==> config.mk <==
export PLATFORM = sky130hd
export DESIGN_NAME = mdu_ctrl
export DESIGN_NICKNAME = d
export VERILOG_FILES = /design/src/rtl/mdu_ctrl.sv
export SDC_FILE = /design/constraint.sdc
export NUM_CORES = 1
export LEC_CHECK = 0
export ABC_AREA = 0
export CAP_MARGIN = 20
export CORE_ASPECT_RATIO = 1.4
export CORE_MARGIN = 3
export CORE_UTILIZATION = 55
export CTS_CLUSTER_SIZE = 16
export DETAILED_ROUTE_END_ITERATION = 8
export DONT_BUFFER_PORTS = 1
export PLACE_DENSITY = 0.81
export SKIP_CTS_REPAIR_TIMING = 1
export SYNTH_ARGS = -nofsm -noshare
export SYNTH_HDL_FRONTEND = slang
export SYNTH_SLANG_ARGS = --single-unit
==> constraint.sdc <==
create_clock -name clk -period 10.1 [get_ports clk]
set_input_delay 2.02 -clock clk [delete_from_list [all_inputs] [get_ports clk]]
set_output_delay 2.02 -clock clk [all_outputs]
set_load 0.005 [all_outputs]
==> src/rtl/mdu_ctrl.sv <==
// Iterative multiply/divide controller with the HI/LO register pair.
// The divider is compiled only when MDU_DIV_EN is defined; otherwise DIV/DIVU are no-ops.
module mdu_ctrl #(
    parameter int DATA_W = 32,
    parameter int CNT_W  = 6
) (
    input  logic              clk,
    input  logic              rst,
    input  logic              start,
    input  logic [1:0]        op,
    input  logic [DATA_W-1:0] a,
    input  logic [DATA_W-1:0] b,
    input  logic              flush,
    input  logic              hi_we,
    input  logic              lo_we,
    input  logic [DATA_W-1:0] wdata,
    output logic              stall_o,
    output logic              done_o,
    output logic [DATA_W-1:0] hi_o,
    output logic [DATA_W-1:0] lo_o
);

    // state | meaning
    // IDLE  | waiting for start; MTHI/MTLO only
    // MUL   | one shift-add step per cycle
    // DIV   | one restoring-divide step per cycle
    // DONE  | sign fixup, done_o pulse, commit on exit
`ifdef MDU_DIV_EN
    typedef enum logic [1:0] {IDLE = 2'd0, MUL = 2'd1, DIV = 2'd2, DONE = 2'd3} state_t;
`else
    typedef enum logic [1:0] {IDLE = 2'd0, MUL = 2'd1, DONE = 2'd3} state_t;
`endif

    state_t                state;
    logic [CNT_W-1:0]      cnt;
    logic                  sa;
    logic                  sb;
    logic [DATA_W-1:0]     opnd;
    logic [2*DATA_W-1:0]   acc;
`ifdef MDU_DIV_EN
    logic                  is_div;
    logic                  bz;
`endif

    logic                  sgn;
    logic                  accept;
    logic [DATA_W-1:0]     abs_a;
    logic [DATA_W-1:0]     abs_b;
    logic [DATA_W:0]       mul_sum;
    logic [2*DATA_W-1:0]   mul_next;
    logic [2*DATA_W-1:0]   prod;
    logic [DATA_W-1:0]     res_hi;
    logic [DATA_W-1:0]     res_lo;
    logic                  last;

    assign sgn   = ~op[0];
    assign abs_a = (sgn & a[DATA_W-1]) ? -a : a;
    assign abs_b = (sgn & b[DATA_W-1]) ? -b : b;
    assign last  = (cnt == CNT_W'(DATA_W - 1));

`ifdef MDU_DIV_EN
    assign accept  = (state == IDLE) & start & ~flush;
    assign stall_o = accept | (state == MUL) | (state == DIV);
`else
    assign accept  = (state == IDLE) & start & ~flush & ~op[1];
    assign stall_o = accept | (state == MUL);
`endif
    assign done_o = (state == DONE) & ~flush;

    // Accumulator holds {partial product, remaining multiplier}; multiplier LSB selects the add.
    assign mul_sum  = {1'b0, acc[2*DATA_W-1:DATA_W]} + {1'b0, (acc[0] ? opnd : {DATA_W{1'b0}})};
    assign mul_next = {mul_sum, acc[DATA_W-1:1]};

`ifdef MDU_DIV_EN
    // Accumulator holds {remainder, dividend/quotient}; quotient bits shift in at the bottom.
    logic [DATA_W:0]       div_shift;
    logic [DATA_W+1:0]     div_diff;
    logic [2*DATA_W-1:0]   div_next;
    logic [DATA_W-1:0]     quo;
    logic [DATA_W-1:0]     rem;

    assign div_shift = acc[2*DATA_W-1:DATA_W-1];
    assign div_diff  = {1'b0, div_shift} - {2'b00, opnd};
    assign div_next  = div_diff[DATA_W+1] ?
                       {div_shift[DATA_W-1:0], acc[DATA_W-2:0], 1'b0} :
                       {div_diff[DATA_W-1:0], acc[DATA_W-2:0], 1'b1};
    assign quo = acc[DATA_W-1:0];
    assign rem = acc[2*DATA_W-1:DATA_W];
`endif

    always_comb begin
        prod   = (sa ^ sb) ? -acc : acc;
        res_hi = prod[2*DATA_W-1:DATA_W];
        res_lo = prod[DATA_W-1:0];
`ifdef MDU_DIV_EN
        // A zero divisor leaves the dividend in the remainder, so the sa fixup restores a.
        if (is_div) begin
            res_hi = sa ? -rem : rem;
            res_lo = bz ? {DATA_W{1'b1}} : ((sa ^ sb) ? -quo : quo);
        end
`endif
    end

    always_ff @(posedge clk or posedge rst) begin
        if (rst) begin
            state  <= IDLE;
            cnt    <= '0;
            sa     <= 1'b0;
            sb     <= 1'b0;
            opnd   <= '0;
            acc    <= '0;
            hi_o   <= '0;
            lo_o   <= '0;
`ifdef MDU_DIV_EN
            is_div <= 1'b0;
            bz     <= 1'b0;
`endif
        end else begin
            if (hi_we) hi_o <= wdata;
            if (lo_we) lo_o <= wdata;
            case (state)
                IDLE: begin
                    if (accept) begin
                        sa  <= sgn & a[DATA_W-1];
                        sb  <= sgn & b[DATA_W-1];
                        cnt <= '0;
`ifdef MDU_DIV_EN
                        is_div <= op[1];
                        bz     <= (b == '0);
                        if (op[1]) begin
                            opnd  <= abs_b;
                            acc   <= {{DATA_W{1'b0}}, abs_a};
                            state <= DIV;
                        end else begin
                            opnd  <= abs_a;
                            acc   <= {{DATA_W{1'b0}}, abs_b};
                            state <= MUL;
                        end
`else
                        opnd  <= abs_a;
                        acc   <= {{DATA_W{1'b0}}, abs_b};
                        state <= MUL;
`endif
                    end
                end
                MUL: begin
                    if (flush) begin
                        state <= IDLE;
                    end else begin
                        acc <= mul_next;
                        cnt <= cnt + CNT_W'(1);
                        if (last) state <= DONE;
                    end
                end
`ifdef MDU_DIV_EN
                DIV: begin
                    if (flush) begin
                        state <= IDLE;
                    end else begin
                        acc <= div_next;
                        cnt <= cnt + CNT_W'(1);
                        if (last) state <= DONE;
                    end
                end
`endif
                DONE: begin
                    state <= IDLE;
                    // Placed after the MTHI/MTLO writes so the younger MDU result wins.
                    if (!flush) begin
                        hi_o <= res_hi;
                        lo_o <= res_lo;
                    end
                end
                default: state <= IDLE;
            endcase
        end
    end

endmodule
Fig. 1: cell sizes after repair
Scale: 3 px per um.
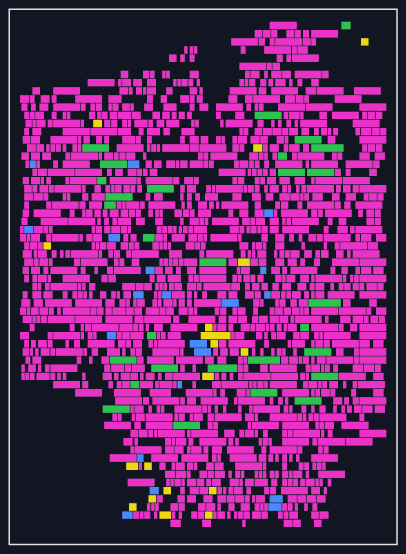
color	size	cells
green	drive 6 and up	29
magenta	drive 1 or less	1276
yellow	drive 3 to 4	18
blue	drive 2	20
Final Instance Area: 12400 um2
Non-clk bufs: 12
final worst setup slack: 5.21 ns
area grow syn2layout: 6.64%

Fig. 2: clock wiring as the flow saved it
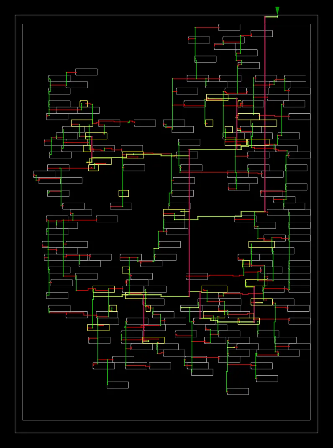
clock-net power: 0.000693 W
clk latency late pin: 0.44 ns
Num CTS Buffers: 17
Clock Sinks: 170
clk_skew: 0.0129 ns

==> metrics.cfg <==
[outcome]
status=finished clean

[sta]
setup_violations=0
maxSlewViolCount=0
rsz0062_at_grt=false
setup_tns_ns=0
max_slew.worst_pin.slew_ns=0.970
slew_headroom=0.353
max_freq_mhz=204

[power_and_ir_drop]
power_w=0.00270
power.leakage_nw=5.13
power_density_nw_per_um2=218

[job]
maxCapViolCount=0

[clock_network]
cts.clk_slew.worst_paths_ns=0.07
root_buffer=clkbuf_16
h-tree-depth=4
cts_tree=built

[route]
vias=10100
drc=0
drtIter0Drc=917
viasPerCell=6.34

[global_routing]
track_usage=0.277
grt_max_degree=87
antenna_found_initial=0
grt_pass1_wl_um=50600
grt-ovfl-total=0
grt_pass1_vias=9813

[synth]
ys_top_logic_family=AND-OR/OR-AND gates
xor_share=0.109
synthFlopType=dfrtp_1
syn-num-nets=1523
ys_cells=1382
mux_area_frac=0.0373
common_cells=dfrtp_1, o21ai_0, nand2_1
yosysChipArea_um2=11600
most_common_cell=dfrtp_1
synthTopCellsByArea=dfrtp_1, o21ai_0, xor2_1, xnor2_1, nand2_1
synth-edff-count=0
seq_area_frac_synth=0.366
top_area_cell=dfrtp_1
synth_flops=170
adder_share=0.0405
simple_gate_share=0.196
postSynthCellCount=1382
syn_area_um2=11600

[die]
fp-utilization=0.563
die_h_um=178
dieArea_um2=22900
rows=62
core_area_um2=20600

[worst_setup_path]
crit_type=input pin to output port
cp_max_fo=84
slowest_delay_ns=0.56
cp_cell_sequence=nor2_1, nand3_2, buf_4, nand2_1
cp-start-kind=input pin

[finish]
nFillCells=1767
final_cells=1599
fin_util=0.600
seq_area_um2=4250
diodes=0

[placed_design]
dp_cells=1565
dp_hpwl_um=23300
io_buffers=0

[worst_hold_path]
hold_class=flop to flop

Fig. 3: wiring heat map
Scale: 2 px per um. The die is cut into 26 by 36 equal tiles; black is low, pale yellow is high, scaled to the fullest tile. Values are wire area over tile area, all layers added.
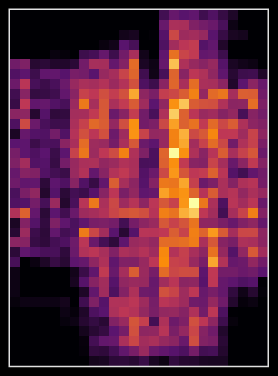
nearly empty tiles	18%
mean over tiles	0.23
emptiest ninth of the die	south-west
tiles over half the peak	18%
fullest tile	0.76

==> placed cells by master, fill, tap and decap left out, types with 10 or more instances in the layout <==
cell type / instances
mux2i_1: 41
xnor2_1: 69
clkbuf_16: 17
or4_1: 10
nand2_1: 160
inv_1: 18
nand2b_1: 12
o211ai_1: 12
ha_1: 36
o41ai_1: 14
and2_1: 33
nor2b_1: 39
dfrtp_1: 170
or3_1: 12
buf_4: 11
nand4_1: 14
a21oi_1: 107
a21o_1: 10
a211oi_1: 39
nor3_1: 24
nor4_1: 14
o21ai_0: 162
a221oi_1: 10
xor2_1: 74
nand3_1: 20
o31ai_1: 20
nor2_1: 97
==> layout make-up <==
class,instances,area share
sequential,170,0.344
clock inverter,13,0.0145
timing repair buffer,12,0.00889
multi-input combinational,1110,0.566
tap,256,0.0259
inverter,20,0.00647
clock buffer,18,0.0347
==> kinds of logic after synthesis <==
group | Yosys count
simple gates | 468
compound gates | 417
flops | 170
xor+xnor | 145
buf+inv | 102
mux | 43
fa+ha+maj | 37
==> metal layers <==
| metal | up-vias | share of wire | global-route usage |
|---|---|---|---|
| li1 | 4830 | - | - |
| met1 | 4785 | 0.39 | 0.335 |
| met2 | 423 | 0.49 | 0.465 |
| met3 | 98 | 0.068 | 0.0551 |
| met4 | 0 | 0.049 | 0.137 |
| met5 | - | 0 | 0 |
==> final timing paths <==
kind / startpoint / end / slack [ns] / cells past startpoint
setup / recovery: flush / stall_o / 5.21 / 4
hold / removal: opnd[10] / opnd[10] / 0.47 / 2
setup reg to reg: acc[0] / acc[62] / 6.07 / 10
hold reg to reg: opnd[10] / opnd[10] / 0.47 / 2
max in group asynchronous: rst / acc[57] / 7.28 / 3
min in group asynchronous: rst / hi_o[18] / 1.54 / 1
==> registers in the layout, indices dropped and copies added, names as in the netlist <==
register and flops:
sb 1, cnt 6, acc 64, state 2
lo_o 32, opnd 32, hi_o 32, sa 1
==> critical path: cells and delay by family <==
kind	cells	cell delay, ns
AND/OR/NAND/NOR	3	0.28
buffers and inverters	1	0.56
==> report_power, final <==
part           internal [W]  switching (W)
logic              0.000399       0.000580
clock network      0.000396       0.000297
registers          0.000815       0.000216
==> stage by stage <==
step / setup slack (ns) / hold slack [ns] / area, um2
floorplan: 3.48 / 0.429 / 11600
detailed placement: 5.17 / 0.456 / 11700
global route: 5.07 / 0.493 / 12400
global placement: 5.19 / 0.453 / 11700
finish: 5.21 / 0.472 / 12400
CTS: 5.16 / 0.477 / 12300
Power and IR drop assume default switching activity.
